Figure 1. Logic cells by family.
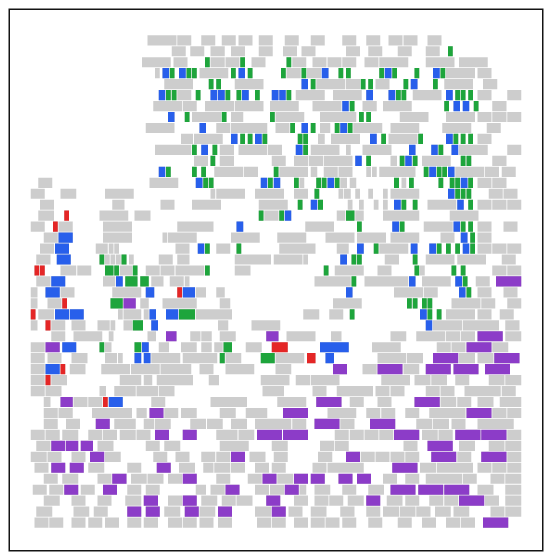
Figure 2. Register map, names as in the netlist.
The bar under the picture is 50 microns long. Other sequential cells in the stronger grey, the rest of the logic in the fainter grey.
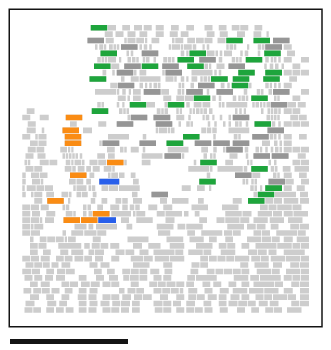
Figure 3. Routing congestion.
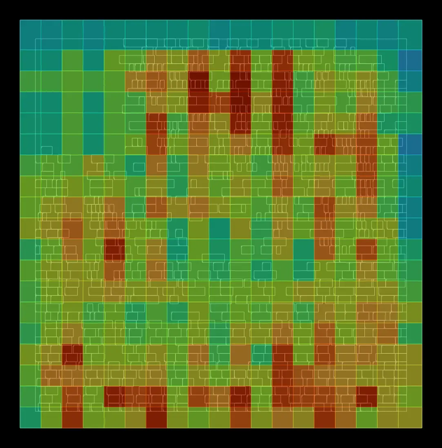
Figure 4. Routed metal, one colour a layer.
Two of the layers only.
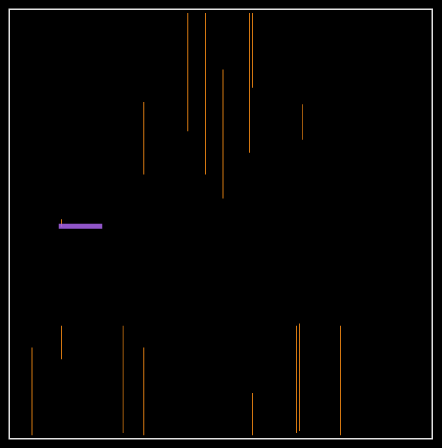
**src/rtl/ihp_sram_arbiter.sv**
```systemverilog
// Two-port request arbiter in front of a single-port 1024x32 SRAM macro.
// Optionally zero-fills the macro after fabric configuration, then serves A/B requests.
module ihp_sram_arbiter #(
  parameter int CLEAR_ON_START = 1,
  parameter int FIXED_PRIORITY = 0
) (
  input  logic        UserCLK,
  input  logic        RST,
  input  logic        CONFIGURED,

  input  logic        A_VALID,
  output logic        A_READY,
  input  logic        A_WE,
  input  logic [9:0]  A_ADDR,
  input  logic [31:0] A_DIN,
  input  logic [31:0] A_BM,
  output logic [31:0] A_RDATA,
  output logic        A_RVALID,

  input  logic        B_VALID,
  output logic        B_READY,
  input  logic        B_WE,
  input  logic [9:0]  B_ADDR,
  input  logic [31:0] B_DIN,
  input  logic [31:0] B_BM,
  output logic [31:0] B_RDATA,
  output logic        B_RVALID,

  output logic [9:0]  ADDR_SRAM,
  output logic [31:0] DIN_SRAM,
  output logic [31:0] BM_SRAM,
  output logic        WEN_SRAM,
  output logic        MEN_SRAM,
  output logic        REN_SRAM,
  input  logic [31:0] DOUT_SRAM,

  output logic        BUSY
);

  typedef enum logic [1:0] {
    WAIT_CFG = 2'd0,
    CLEAR    = 2'd1,
    RUN      = 2'd2
  } state_t;

  state_t      state;
  logic [9:0]  clr_cnt;
  logic        last_grant;   // 1 = B was granted last
  logic        pend_valid;   // read issued last cycle, data appears on DOUT_SRAM now
  logic        pend_port;    // 1 = that read belongs to B

  logic        serving;
  logic        clearing;
  logic        grant_a;
  logic        grant_b;
  logic        rd_issue;

  always_comb begin
    serving  = (state == RUN) && CONFIGURED && !RST;
    clearing = (state == CLEAR) && CONFIGURED && !RST;

    // A wins unless B also asks and round-robin says it is B's turn.
    grant_a  = A_VALID && (!B_VALID || (FIXED_PRIORITY != 0) || last_grant);
    grant_b  = B_VALID && !grant_a;

    A_READY  = serving && grant_a;
    B_READY  = serving && grant_b;
    rd_issue = (A_READY && !A_WE) || (B_READY && !B_WE);
    BUSY     = (state != RUN) || RST;

    ADDR_SRAM = '0;
    DIN_SRAM  = '0;
    BM_SRAM   = '0;
    WEN_SRAM  = 1'b0;
    MEN_SRAM  = 1'b0;
    REN_SRAM  = 1'b0;
    if (clearing) begin
      ADDR_SRAM = clr_cnt;
      BM_SRAM   = '1;
      WEN_SRAM  = 1'b1;
      MEN_SRAM  = 1'b1;
    end else if (A_READY) begin
      ADDR_SRAM = A_ADDR;
      DIN_SRAM  = A_DIN;
      BM_SRAM   = A_BM;
      WEN_SRAM  = A_WE;
      REN_SRAM  = !A_WE;
      MEN_SRAM  = 1'b1;
    end else if (B_READY) begin
      ADDR_SRAM = B_ADDR;
      DIN_SRAM  = B_DIN;
      BM_SRAM   = B_BM;
      WEN_SRAM  = B_WE;
      REN_SRAM  = !B_WE;
      MEN_SRAM  = 1'b1;
    end
  end

  always_ff @(posedge UserCLK) begin
    if (RST) begin
      state      <= WAIT_CFG;
      clr_cnt    <= '0;
      last_grant <= 1'b1;
      pend_valid <= 1'b0;
      pend_port  <= 1'b0;
      A_RDATA    <= '0;
      B_RDATA    <= '0;
      A_RVALID   <= 1'b0;
      B_RVALID   <= 1'b0;
    end else begin
      case (state)
        WAIT_CFG: begin
          clr_cnt <= '0;
          if (CONFIGURED) state <= (CLEAR_ON_START != 0) ? CLEAR : RUN;
        end
        CLEAR: begin
          if (!CONFIGURED) begin
            state   <= WAIT_CFG;
            clr_cnt <= '0;
          end else if (clr_cnt == 10'd1023) begin
            state   <= RUN;
            clr_cnt <= '0;
          end else begin
            clr_cnt <= clr_cnt + 10'd1;
          end
        end
        RUN: begin
          if (!CONFIGURED) state <= WAIT_CFG;
        end
        default: state <= WAIT_CFG;
      endcase

      if (A_READY || B_READY) last_grant <= B_READY;

      // Read return pipeline keeps running even if CONFIGURED drops.
      pend_valid <= rd_issue;
      pend_port  <= B_READY;
      A_RVALID   <= pend_valid && !pend_port;
      B_RVALID   <= pend_valid && pend_port;
      if (pend_valid && !pend_port) A_RDATA <= DOUT_SRAM;
      if (pend_valid && pend_port)  B_RDATA <= DOUT_SRAM;
    end
  end

endmodule
```
**config.mk**
```make
export PLATFORM = sky130hd
export DESIGN_NAME = ihp_sram_arbiter
export DESIGN_NICKNAME = d
export VERILOG_FILES = /design/src/rtl/ihp_sram_arbiter.sv
export SDC_FILE = /design/constraint.sdc
export NUM_CORES = 1
export LEC_CHECK = 0
export CAP_MARGIN = 0
export CORE_AREA = 5 5 127 129
export DETAILED_ROUTE_END_ITERATION = 16
export DIE_AREA = 0 0 132 134
export GPL_ROUTABILITY_DRIVEN = 1
export GPL_TIMING_DRIVEN = 0
export HOLD_SLACK_MARGIN = 0.12
export PLACE_DENSITY = 0.68
export SETUP_SLACK_MARGIN = 0.3
export SYNTH_ARGS = -nofsm -noshare
export SYNTH_HDL_FRONTEND = slang
export SYNTH_SLANG_ARGS = --single-unit
export TNS_END_PERCENT = 50
```
**constraint.sdc**
```tcl
create_clock -name UserCLK -period 1.9 [get_ports UserCLK]
set_input_delay 0.19 -clock UserCLK [delete_from_list [all_inputs] [get_ports UserCLK]]
set_output_delay 0.19 -clock UserCLK [all_outputs]
set_load 0.02 [all_outputs]
```
==> CHANGELOG.md <==
## Flow update

- Core box area: 0.01492 sq mm
- Final TNS setup: -15.18 ns
- Flops after synth: 81
- Syn Area/Cell: 8.191 sq um
- Postcts setup bufs: 8
- Vias after detailed routing: 5075
- Nets: 1030
- Crit path DAT: 1.99 ns
- Mapped cell area: 0.003866 sq mm
- Non-filler cells, final: 1035
- Placed Cells: 991
- Unique cell types: 38
- Fmax: 0.4598 GHz
- Reg-to-Reg Start: state[1]$_SDFFE_PP0P_
- Ys async rst share: 0%
- RR Endpoint: clr_cnt[4]$_SDFFE_PP0P_
- Peak VDD IR: 0.4940 mV
- Clock skew: 0.01177 ns
- CP Class: register to primary output
- Slew Limit Fails: 0
- Setup violators final: 79
- Final Hold Viols: 0
- Setup repair after global routing missed its margin: yes
- Port buffer count: 331
- Pleak: 3.479 nW
- Layout area overhead: 126.0%
- Reg2Reg Depth: 6
- Critical path capture point type: primary output
- Post-synth seq share: 41.94%
- First-pass GRT wire length: 29.38 mm
- Share of cells above drive strength 1: 22.43%
- Yosys stat area: 0.003866 sq mm
- Failing checks: negative setup slack
- Status: complete, but fails checks
- Die Size: 0.01769 sq mm
- Post-place setup slack: -0.9015 ns
- Pwr dens: 464.9 mW/mm^2
- Fill count: 1290
- Number of synthesized flops with an enable pin: 0
- # Max-Cap Violations: 0
- N_diodes: 0
- Slew @ Worst Pin: 0.5414 ns
- Mapped Cells: 472
- Clk ins delay skew pair: 0.34 ns
- Worst setup margin: -0.2751 ns
- TritonCTS clock tree: yes
- Top Registers: A_RDATA (32), B_RDATA (32), clr_cnt (10)
- Sequential Area: 0.001627 sq mm
- Logic area: 0.002216 sq mm
- Clk slew on worst S/H paths: 0.07 ns
- Clk buf depth: 2
- Clock root buffer: clkbuf_16
- Tmin final: 2.175 ns
- Yosys Instances: 472
- Worst Setup Start Kind: register
- Mean number of vias per cell: 4.903
- Commonest flop: dfxtp_1
- Critical Path Source: state[1]$_SDFFE_PP0P_
- Fin crit share: 114.5%
Back to the opening pictures, Figure 1:
[red] inverters | cells: 13
[blue] inverting AOI/OAI gates | cells: 85
[purple] AND-OR and OR-AND gates | cells: 68
[green] NAND gates | cells: 145

Back to the opening pictures, Figure 2:
[green] `A_RDATA` | sequential cells: 32
[blue] `state` | sequential cells: 2
[orange] `clr_cnt` | sequential cells: 10 | where: middle left

Back to the opening pictures, Figure 3:
GR Layer Usage met3: 8.177%
total track usage: 20.88%
WL/cell: 19.70 microns
final core utilization: 58.57%
met2 Use GR: 36.50%

Back to the opening pictures, Figure 4:
[orange] met4 | wire length: 441 microns
[purple] met5 | wire length: 12.0 microns

-- critical path: stages (launching register included) --
cell and delay (ns):
dfxtp_2 0.32, buf_6 0.10, nor4bb_4 0.14, and3_4 0.17, clkbuf_16 0.16, buf_12 0.12
clkbuf_16 0.14, a221o_1 0.33, buf_2 0.16
-- Yosys cell counts, drive strengths merged, types with 2 or more instances --
| library cell | instances | area (sq um) |
|---|---|---|
| xnor2 | 4 | 35.03 |
| a22o | 33 | 289.0 |
| nor2b | 2 | 12.51 |
| o22ai | 2 | 12.51 |
| nor2 | 14 | 52.55 |
| clkbuf | 25 | 93.84 |
| o21ai | 5 | 25.02 |
| inv | 13 | 48.80 |
| and2 | 2 | 12.51 |
| buf | 21 | 163.9 |
| a221o | 33 | 330.3 |
| dfxtp | 81 | 1622 |
| nand4b | 2 | 17.52 |
| a21oi | 65 | 325.3 |
| and3 | 5 | 31.28 |
| a222oi | 10 | 100.1 |
| nand2b | 3 | 18.77 |
| nand3 | 2 | 10.01 |
| nand2 | 135 | 506.7 |
-- metal layers --
metal / share of wire (%) / track usage [%]
met5: 0.054 / 0
met3: 9.1 / 8.177
met1: 38 / 23.52
met4: 2.2 / 6.229
met2: 50 / 36.50
-- per-stage QoR --
stage | area, sq um | utilization (%)
after floorplan | 4179 | -
after global placement | 7727 | 51.79
after detailed placement | 7727 | 51.79
after CTS | 8084 | 54.18
after global routing | 8738 | 58.57
final | 8738 | 58.57
-- logic make-up after synthesis --
| family | count (synthesis) | synth area share (%) |
|---|---|---|
| compound gates | 153 | 29.03 |
| simple gates | 173 | 19.64 |
| xor+xnor | 5 | 1.133 |
| buf+inv | 59 | 7.929 |
| fa+ha+maj | 1 | 0.3236 |
| flops | 81 | 41.94 |
-- layout make-up --
class | count | area share, %
buffer | 46 | 5.155
sequential | 81 | 18.61
multi-input combinational | 332 | 25.36
clock buffer | 9 | 2.577
clock inverter | 7 | 0.9593
timing repair buffer | 359 | 43.97
inverter | 13 | 0.6730
tap | 188 | 2.692
-- power breakdown --
group          switching, mW  internal (mW)  total [mW]
clock network          0.736           1.04        1.78
logic                  0.183          0.399       0.582
registers            0.00274           1.70        1.70
total                  0.922           3.14        4.06
-- worst min-delay path by stage --
stage	startpoint	endpoint	slack (ns)	cells after the start
detailed placement	A_RDATA[5]$_SDFFE_PP0P_	A_RDATA[5]$_SDFFE_PP0P_	0.45	2
global placement	A_RDATA[25]$_SDFFE_PP0P_	A_RDATA[25]$_SDFFE_PP0P_	0.44	2
finish	RST	clr_cnt[8]$_SDFFE_PP0P_	0.37	4
global route	CONFIGURED	state[0]$_SDFFE_PP0P_	0.40	3
CTS	RST	pend_port$_SDFF_PP0_	0.29	3
floorplan	A_WE	pend_valid$_SDFF_PP0_	0.28	1
-- layout by cell type (no fill, tap or decap), types with 3 or more instances in the layout --
cell and n:
xnor2_1 4, buf_12 11, buf_4 11, a22o_1 4, nand2b_1 3, inv_6 3
inv_1 11, a22o_4 29, clkbuf_2 6, a222oi_1 10, nor2_1 14, buf_2 6
a21oi_1 65, dfxtp_1 79, clkbuf_16 20, nand2_1 135, o21ai_1 3, buf_8 8
clkdlybuf4s50_1 251, clkbuf_1 16, and3_1 4, a221o_1 33, buf_6 80
Power figures rest on the tool's default switching activity, not on a simulated workload.
